m3.png
Scale: 2 px per micron.
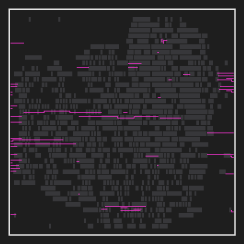
ff_map.png
Scale: 3 px per micron.
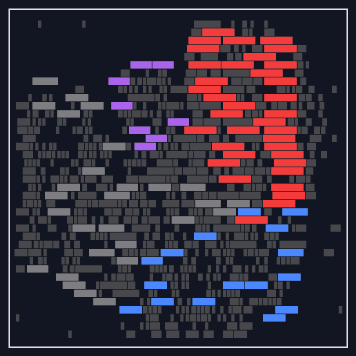
sizing.png
Scale: 3 px per micron.
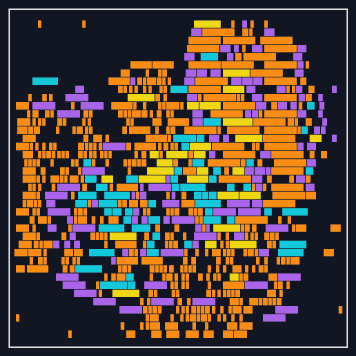
placed.png
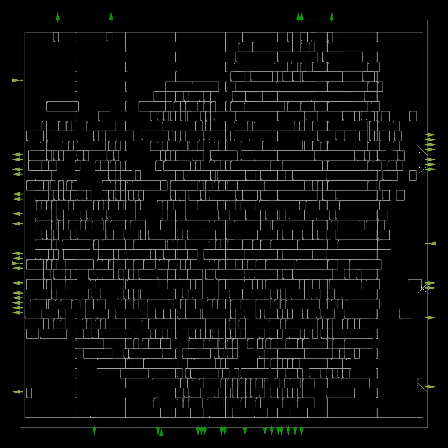
**config.mk**
```make
export PLATFORM = sky130hd
export DESIGN_NAME = node_traffic_gen
export DESIGN_NICKNAME = d
export VERILOG_FILES = /design/src/rtl/node_traffic_gen_pkg.sv /design/src/rtl/node_traffic_gen_fifo.sv /design/src/rtl/node_traffic_gen.sv
export SDC_FILE = /design/constraint.sdc
export NUM_CORES = 1
export LEC_CHECK = 0
export ABC_AREA = 1
export CAP_MARGIN = 25
export CELL_PAD_IN_SITES_DETAIL_PLACEMENT = 0
export CELL_PAD_IN_SITES_GLOBAL_PLACEMENT = 1
export CORE_MARGIN = 1
export CORE_UTILIZATION = 38
export DETAILED_ROUTE_END_ITERATION = 8
export GPL_TIMING_DRIVEN = 1
export PLACE_DENSITY = 0.87
export SETUP_SLACK_MARGIN = 0.4
export SYNTH_ARGS = -nofsm -noshare
export SYNTH_HDL_FRONTEND = slang
export SYNTH_SLANG_ARGS = --single-unit
```
**constraint.sdc**
```tcl
create_clock -name clk -period 2 [get_ports clk]
set_input_delay 0.3 -clock clk [delete_from_list [all_inputs] [get_ports clk]]
set_output_delay 0.3 -clock clk [all_outputs]
set_load 0.01 [all_outputs]
```
**src/rtl/node_traffic_gen_pkg.sv**
```systemverilog
// Shared types and constants for the per-node traffic generator.
// The random-destination mode is selected with NODE_TRAFFIC_RANDOM_EN.
package node_traffic_gen_pkg;

   localparam int NODES  = 16;
   localparam int NODE_W = $clog2(NODES);

   localparam logic [15:0] LFSR_SEED = 16'hACE1;
   // Feedback taps x^16 + x^14 + x^13 + x^11 + 1 -> state bits 15, 13, 12, 10
   localparam logic [15:0] LFSR_TAPS = 16'hB400;

   typedef struct packed {
      logic [NODE_W-1:0] dest;
      logic [NODE_W-1:0] source;
      logic [7:0]        seq;
   } packet_t;

   localparam int PKT_W = $bits(packet_t);

   function automatic logic [15:0] lfsr_next(input logic [15:0] s);
      return {s[14:0], ^(s & LFSR_TAPS)};
   endfunction

endpackage

```
**src/rtl/node_traffic_gen_fifo.sv**
```systemverilog
// First-word fall-through injection FIFO; pointers carry one extra wrap bit
// so full and empty come straight from the pointer MSBs.
module node_fifo #(
   parameter int DEPTH = 4,
   parameter int W     = 16
) (
   input  logic         clk,
   input  logic         reset,
   input  logic         push_i,
   input  logic [W-1:0] data_i,
   input  logic         pop_i,
   output logic         full_o,
   output logic         empty_o,
   output logic [W-1:0] head_o
);

   localparam int AW = $clog2(DEPTH);

   logic [AW:0]  wr_q, wr_d;
   logic [AW:0]  rd_q, rd_d;
   logic [W-1:0] mem_q [DEPTH];
   logic         do_push;
   logic         do_pop;

   assign empty_o = (wr_q == rd_q);
   assign full_o  = (wr_q[AW] != rd_q[AW]) && (wr_q[AW-1:0] == rd_q[AW-1:0]);
   assign head_o  = mem_q[rd_q[AW-1:0]];

   // A push into a full FIFO is legal only when the head leaves in the same cycle.
   assign do_pop  = pop_i && !empty_o;
   assign do_push = push_i && (!full_o || do_pop);

   always_comb begin
      wr_d = wr_q;
      rd_d = rd_q;
      if (do_push) wr_d = wr_q + 1'b1;
      if (do_pop)  rd_d = rd_q + 1'b1;
   end

   always_ff @(posedge clk) begin
      if (reset) begin
         wr_q <= '0;
         rd_q <= '0;
         for (int i = 0; i < DEPTH; i++) mem_q[i] <= '0;
      end else begin
         wr_q <= wr_d;
         rd_q <= rd_d;
         if (do_push) mem_q[wr_q[AW-1:0]] <= data_i;
      end
   end

endmodule

```
**src/rtl/node_traffic_gen.sv**
```systemverilog
// Periodic synthetic packet source feeding one node's injection port.
// Define NODE_TRAFFIC_RANDOM_EN for LFSR destinations; default is the next node.
module node_traffic_gen
   import node_traffic_gen_pkg::*;
#(
   parameter int NODE_ID    = 0,
   parameter int PERIOD     = 16,
   parameter int FIFO_DEPTH = 4
) (
   input  logic        clk,
   input  logic        reset,
   input  logic        i_gen_en,
   input  logic        i_en,
   output packet_t     o_data,
   output logic        o_data_val,
   output logic [15:0] o_sent_count,
   output logic [15:0] o_drop_count
);

   localparam int CW = (PERIOD > 1) ? $clog2(PERIOD) : 1;
   localparam logic [CW-1:0]     C_LAST = CW'(PERIOD - 1);
   localparam logic [NODE_W-1:0] MY_ID  = NODE_W'(NODE_ID);

   logic [CW-1:0] c_q, c_d;
   logic [7:0]    seq_q, seq_d;
   logic [15:0]   sent_q, sent_d;
   logic [15:0]   drop_q, drop_d;
   logic          tick;
   logic          pop;
   logic          push_ok;
   logic          full;
   logic          empty;
   logic [NODE_W-1:0] dest;
   logic [PKT_W-1:0]  head;
   packet_t           pkt;

   assign tick    = i_gen_en && (c_q == C_LAST);
   assign pop     = !empty && i_en;
   assign push_ok = tick && (!full || pop);

`ifdef NODE_TRAFFIC_RANDOM_EN
   logic [15:0]       lfsr_q, lfsr_d;
   logic [NODE_W-1:0] raw_dest;

   // Destination comes from the state before this tick's shift; never self.
   assign raw_dest = lfsr_q[NODE_W-1:0];
   assign dest     = (raw_dest == MY_ID) ? (raw_dest ^ NODE_W'(1)) : raw_dest;
   assign lfsr_d   = tick ? lfsr_next(lfsr_q) : lfsr_q;

   always_ff @(posedge clk) begin
      if (reset) lfsr_q <= LFSR_SEED ^ 16'(NODE_ID);
      else       lfsr_q <= lfsr_d;
   end
`else
   assign dest = NODE_W'((NODE_ID + 1) % NODES);
`endif

   always_comb begin
      pkt.dest   = dest;
      pkt.source = MY_ID;
      pkt.seq    = seq_q;
   end

   always_comb begin
      c_d    = !i_gen_en ? '0 : (tick ? '0 : c_q + 1'b1);
      seq_d  = push_ok ? seq_q + 8'd1 : seq_q;
      sent_d = (pop && sent_q != 16'hFFFF) ? sent_q + 16'd1 : sent_q;
      drop_d = (tick && !push_ok && drop_q != 16'hFFFF) ? drop_q + 16'd1 : drop_q;
   end

   always_ff @(posedge clk) begin
      if (reset) begin
         c_q    <= '0;
         seq_q  <= '0;
         sent_q <= '0;
         drop_q <= '0;
      end else begin
         c_q    <= c_d;
         seq_q  <= seq_d;
         sent_q <= sent_d;
         drop_q <= drop_d;
      end
   end

   node_fifo #(
      .DEPTH (FIFO_DEPTH),
      .W     (PKT_W)
   ) u_fifo (
      .clk     (clk),
      .reset   (reset),
      .push_i  (push_ok),
      .data_i  (pkt),
      .pop_i   (pop),
      .full_o  (full),
      .empty_o (empty),
      .head_o  (head)
   );

   assign o_data       = packet_t'(head);
   assign o_data_val   = !empty;
   assign o_sent_count = sent_q;
   assign o_drop_count = drop_q;

endmodule

```
==> flow_summary.ini <==
; yosys + openroad results
[job]
warnings = 29

[layout]
inv_count = 50
comb_share = 0.4020
clock_area_frac = 0.04400
logic_area_sq_um = 2492

[setup_path]
cpMaxStageDelayCell = dfxtp_2
crit_chain = ha_4 > nand2_2 > nor2_4 > nand2_4 > buf_8 > o31ai_4 > buf_6 > buf_16
required_ns = 2.06
ff2ff_setup_slack_ns = 0.32
crit_family = buffers and inverters

[detailed_routing]
detail-route-antenna-nets = 0
drcViolationCount = 4
wl_per_cell_microns = 13.99

[outcome]
status = finished, violations left
violations = DRC

[power_and_ir_drop]
largestPowerGroup = registers
seq_power_mw = 1.96
ir_drop_uv = 339.7
powerComb_uw = 499
leakagePower_nw = 2.571

[clocking]
cts_hold_buf = 0
htreeDepth = 3
clk-insertion-delay-late_ns = 0.34
cts_tree = done

[synth]
ys_top_cells_by_count = nand2_1, nor2_1, dfxtp_1
synth_area_sq_um = 4611
syn_avg_cell_area_sq_um = 7.762
async_reset_ff_frac = 0
synth-cells-yosys = 594
yosys.cell_count.top_type = nand2_1
area_leaders = edfxtp_1, dfxtp_1, nand2_1
yosys.area_share.aoi = 0.09199

[grt]
grt_overflow = 0
grt_pass1_vias = 3782

[timing]
slew_headroom = 0.6285
setup_viol = 0
About m3.png:
nets with wire on the layer: 46
wire length on this layer: 367 microns
longest straight run: 32.4 microns
main direction: horizontal
met3 usage: 0.02862
via count: 4160
Post-Route WL: 11.47 mm

About ff_map.png:
[purple] seq_q | sequential cells: 8
[blue] o_drop_count | sequential cells: 16
[red] u_fifo.mem_q | sequential cells: 36
Finished Core Util: 0.5338
flop share of the area: 0.3532

About sizing.png:
[orange] x1 and smaller | cells: 479 | share: 71% | most used: nand2_1
[purple] x2 | cells: 114 | share: 17% | most used: dfxtp_2
[yellow] x6 and larger | cells: 28 | share: 4.1% | most used: clkbuf_16
[cyan] x3 and x4 | cells: 56 | share: 8.3% | most used: buf_4
bufs w/o clock: 84
final setup margin: 0.3224 ns

About placed.png:
# rows: 39
CORE AREA: 11610 sq um
number of fill cells: 1078
flop count: 88

## cells in the final DEF (no fill, tap or decap), types with 5 or more instances in the layout
master,count
nand2_1,152
nor2_1,69
inv_1,41
edfxtp_1,36
a21oi_1,34
dfxtp_2,30
buf_4,24
nor3_2,22
nand3_1,21
dlymetal6s2s_1,18
nor2_2,17
dfxtp_1,14
o21ai_2,13
xor2_1,13
clkdlybuf4s50_1,12
o21ai_0,10
nand4_1,10
clkbuf_16,10
buf_2,10
nand2_2,9
o22ai_1,9
o21ai_1,9
xnor2_1,8
dfxtp_4,8
conb_1,7
buf_6,7
nor3_1,6
inv_2,5
dlygate4sd2_1,5
buf_12,5
## routing by layer
layer,global-route usage,part of all wire
met1,0.2317,0.45
met2,0.3052,0.51
met5,0,0
met3,0.02862,0.032
met4,0.06400,0.014
